[src/rtl/riscv_core_rfwr_arb.sv]
// riscv_core_rfwr_arb
//   Arbitrates the single rf_xpr write port between the in-order WB stage and a
//   long-latency unit. Late results that lose arbitration wait in a small FIFO.
//   A pending-register scoreboard supports decode hazard checks. If the FIFO head
//   keeps losing to WB, a registered stall forces the head onto the port.
// Ports
//   CLK, RST                     clock, synchronous active-high reset
//   wb_we/wb_wa/wb_d             WB stage write request
//   lu_valid/lu_wa/lu_d          late unit result, accepted when lu_ready
//   lu_ready                     late result can be accepted (FIFO not full)
//   sb_set/sb_set_wa             mark a register pending at late-op issue
//   sb_pending                   pending bitmap (bit 0 always 0)
//   rf_xpr_wrt0_WE/WA/D          register-file write port (combinational)
//   s_wb_stall_D                 registered stall request to the pipeline
module riscv_core_rfwr_arb #(
  parameter int unsigned XLEN       = 32,
  parameter int unsigned DEPTH      = 2,
  parameter int unsigned STARVE_MAX = 4
) (
  input  logic            CLK,
  input  logic            RST,
  input  logic            wb_we,
  input  logic [4:0]      wb_wa,
  input  logic [XLEN-1:0] wb_d,
  input  logic            lu_valid,
  input  logic [4:0]      lu_wa,
  input  logic [XLEN-1:0] lu_d,
  output logic            lu_ready,
  input  logic            sb_set,
  input  logic [4:0]      sb_set_wa,
  output logic [31:0]     sb_pending,
  output logic            rf_xpr_wrt0_WE,
  output logic [4:0]      rf_xpr_wrt0_WA,
  output logic [XLEN-1:0] rf_xpr_wrt0_D,
  output logic            s_wb_stall_D
);

  localparam int unsigned AW = $clog2(DEPTH);
  localparam int unsigned CW = $clog2(STARVE_MAX + 1);

  logic [4:0]      r_fifo_wa [DEPTH];
  logic [XLEN-1:0] r_fifo_d  [DEPTH];
  logic [AW-1:0]   r_wr_ptr;
  logic [AW-1:0]   r_rd_ptr;
  logic            r_full;
  logic [31:0]     r_sb;
  logic [CW-1:0]   r_starve;
  logic            r_stall;

  logic            w_empty;
  logic            w_accept;
  logic            w_wb_go;
  logic            w_pop;
  logic            w_bypass;
  logic            w_push;
  logic [4:0]      w_late_wa;
  logic [31:0]     w_sb_next;

  assign w_empty  = (r_wr_ptr == r_rd_ptr) && !r_full;
  // A pop in the same cycle never frees a slot for this cycle's result.
  assign lu_ready = !RST && !r_full;
  assign w_accept = lu_valid && lu_ready;
  assign w_wb_go  = wb_we && (wb_wa != 5'd0);

  always_comb begin
    w_pop          = 1'b0;
    w_bypass       = 1'b0;
    rf_xpr_wrt0_WE = 1'b0;
    rf_xpr_wrt0_WA = '0;
    rf_xpr_wrt0_D  = '0;
    if (RST) begin
      w_pop = 1'b0;
    end else if (r_stall && !w_empty) begin
      w_pop = 1'b1;
    end else if (w_wb_go) begin
      rf_xpr_wrt0_WE = 1'b1;
      rf_xpr_wrt0_WA = wb_wa;
      rf_xpr_wrt0_D  = wb_d;
    end else if (!w_empty) begin
      w_pop = 1'b1;
    end else if (w_accept && (lu_wa != 5'd0)) begin
      w_bypass       = 1'b1;
      rf_xpr_wrt0_WE = 1'b1;
      rf_xpr_wrt0_WA = lu_wa;
      rf_xpr_wrt0_D  = lu_d;
    end
    if (w_pop) begin
      rf_xpr_wrt0_WE = 1'b1;
      rf_xpr_wrt0_WA = r_fifo_wa[r_rd_ptr];
      rf_xpr_wrt0_D  = r_fifo_d[r_rd_ptr];
    end
  end

  // Results for x0 are accepted but dropped.
  assign w_push    = w_accept && (lu_wa != 5'd0) && !w_bypass;
  assign w_late_wa = w_pop ? r_fifo_wa[r_rd_ptr] : lu_wa;

  // Set is applied after clear so a same-cycle set of the same bit wins.
  always_comb begin
    w_sb_next = r_sb;
    if (w_pop || w_bypass)
      w_sb_next[w_late_wa] = 1'b0;
    if (sb_set && (sb_set_wa != 5'd0))
      w_sb_next[sb_set_wa] = 1'b1;
    w_sb_next[0] = 1'b0;
  end

  always_ff @(posedge CLK) begin
    if (w_push) begin
      r_fifo_wa[r_wr_ptr] <= lu_wa;
      r_fifo_d[r_wr_ptr]  <= lu_d;
    end
  end

  always_ff @(posedge CLK) begin
    if (RST) begin
      r_wr_ptr <= '0;
      r_rd_ptr <= '0;
      r_full   <= 1'b0;
      r_sb     <= '0;
      r_starve <= '0;
      r_stall  <= 1'b0;
    end else begin
      if (w_push)
        r_wr_ptr <= r_wr_ptr + 1'b1;
      if (w_pop)
        r_rd_ptr <= r_rd_ptr + 1'b1;
      if (w_push && !w_pop && ((r_wr_ptr + 1'b1) == r_rd_ptr))
        r_full <= 1'b1;
      else if (w_pop && !w_push)
        r_full <= 1'b0;

      r_sb <= w_sb_next;

      if (w_empty || w_pop)
        r_starve <= '0;
      else if (r_starve < CW'(STARVE_MAX))
        r_starve <= r_starve + 1'b1;

      if (r_stall && w_pop)
        r_stall <= 1'b0;
      else if (!w_empty && !w_pop && (r_starve >= CW'(STARVE_MAX - 1)))
        r_stall <= 1'b1;
    end
  end

  assign sb_pending   = r_sb;
  assign s_wb_stall_D = r_stall;

endmodule
[config.mk]
export PLATFORM = sky130hd
export DESIGN_NAME = riscv_core_rfwr_arb
export DESIGN_NICKNAME = d
export VERILOG_FILES = /design/src/rtl/riscv_core_rfwr_arb.sv
export SDC_FILE = /design/constraint.sdc
export NUM_CORES = 1
export LEC_CHECK = 0
export CAP_MARGIN = 20
export CELL_PAD_IN_SITES_DETAIL_PLACEMENT = 2
export CELL_PAD_IN_SITES_GLOBAL_PLACEMENT = 2
export CORE_MARGIN = 3
export CORE_UTILIZATION = 33
export CTS_CLUSTER_SIZE = 20
export DETAILED_ROUTE_END_ITERATION = 8
export GPL_TIMING_DRIVEN = 0
export PLACE_DENSITY = 0.91
export SYNTH_ARGS = -nofsm -noshare
export SYNTH_HDL_FRONTEND = slang
export SYNTH_SLANG_ARGS = --single-unit
[constraint.sdc]
create_clock -name CLK -period 7.02 [get_ports CLK]
set_input_delay 1.404 -clock CLK [delete_from_list [all_inputs] [get_ports CLK]]
set_output_delay 1.404 -clock CLK [all_outputs]
set_load 0.03 [all_outputs]
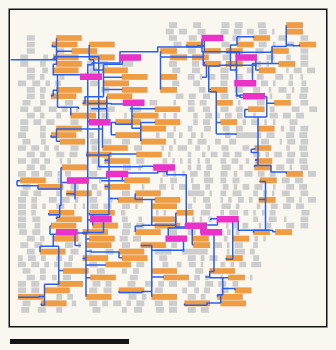
*Clock distribution*
Scale bar: 50 µm.
legend:
  flip-flops:
    colour: orange
    count: 113
  clock wires:
    colour: blue
    length: 1590 µm
  cells driving clock nets:
    colour: magenta
    count: 17
flops lie: all over the die
clock power share: 39.6%
clock latency of the later-clocked register in the worst-skew pair: 410 ps
post-route clock skew: 13.4 ps

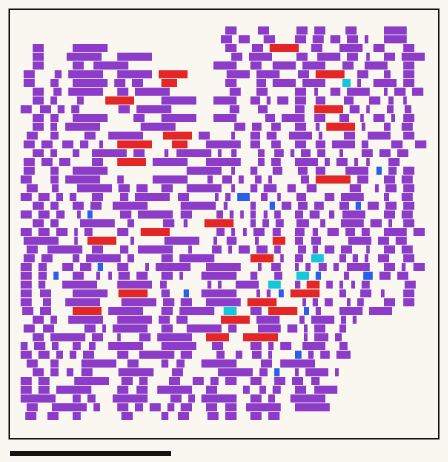
*Drive-strength map*
Scale bar: 50 µm.
legend:
  drive 3 to 4:
    colour: cyan
    cells: 5
  drive 2:
    colour: blue
    cells: 14
  drive 6 and up:
    colour: red
    cells: 26
  drive 1 or less:
    colour: purple
    cells: 581

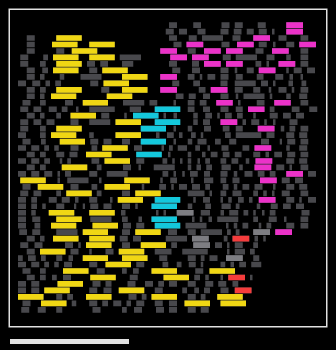
*Register map, names as in the netlist*
Scale bar: 50 µm. Other sequential cells in the stronger grey, the rest of the logic in the fainter grey.
legend:
  r_starve:
    colour: red
    sequential_cells: 3
  sb_pending:
    colour: magenta
    sequential_cells: 31
    where: north-east
  r_fifo_d:
    colour: yellow
    sequential_cells: 64
  r_fifo_wa:
    colour: cyan
    sequential_cells: 10
    where: centre
not coloured: 5
Sequential Area: 0.00300 mm²
utilization of the core after routing: 50.1%
Sequential Power: 764 µW

==> out/notes.md <==
The run finished with clean final reports. The number of unique standard cell types used by synthesis came out at 44. Horizontal die dimension: 133 µm. Summing the sequential cell areas from Yosys gives 56.6% of the chip area. The logs give 45 for the row count and 0.00531 mm² for the synthesized chip area reported by yosys. The iteration tally of the first detailed-router pass is 5.

The logs give 0.0155 mm² for the floorplan core area and 156 for the number of top-level design ports. The run gives 24.6% for the area share of and-or/or-and cells after synthesis. The launch point of the worst register-to-register path is recorded as r_full.

Internal power of the cells: 1530 µW. The worst setup path is launched from an input pin. The final report gives the standard cell area, fillers excluded, as 0.00775 mm².

The script extracted a net switching power of 653 µW. The number of maximum-capacitance constraint violations is 0, and the via-per-instance ratio is 5.92. The run gives 154 MHz as the maximum clock frequency. Yosys reports the multiplexer fraction of the synthesized area as 7.00%. The tools report the met1 routed wirelength after detailed routing as 8750 µm.

Class of the most critical setup path: input pin to output pin. The dominant non-sequential cell family after synthesis was AND-OR/OR-AND gates. The layout report lists the non-clock buffer share of cell area as 22.3%. The share of total power dissipated in sequential elements is 35.0%.
Power figures rest on the tool's default switching activity, not on a simulated workload.
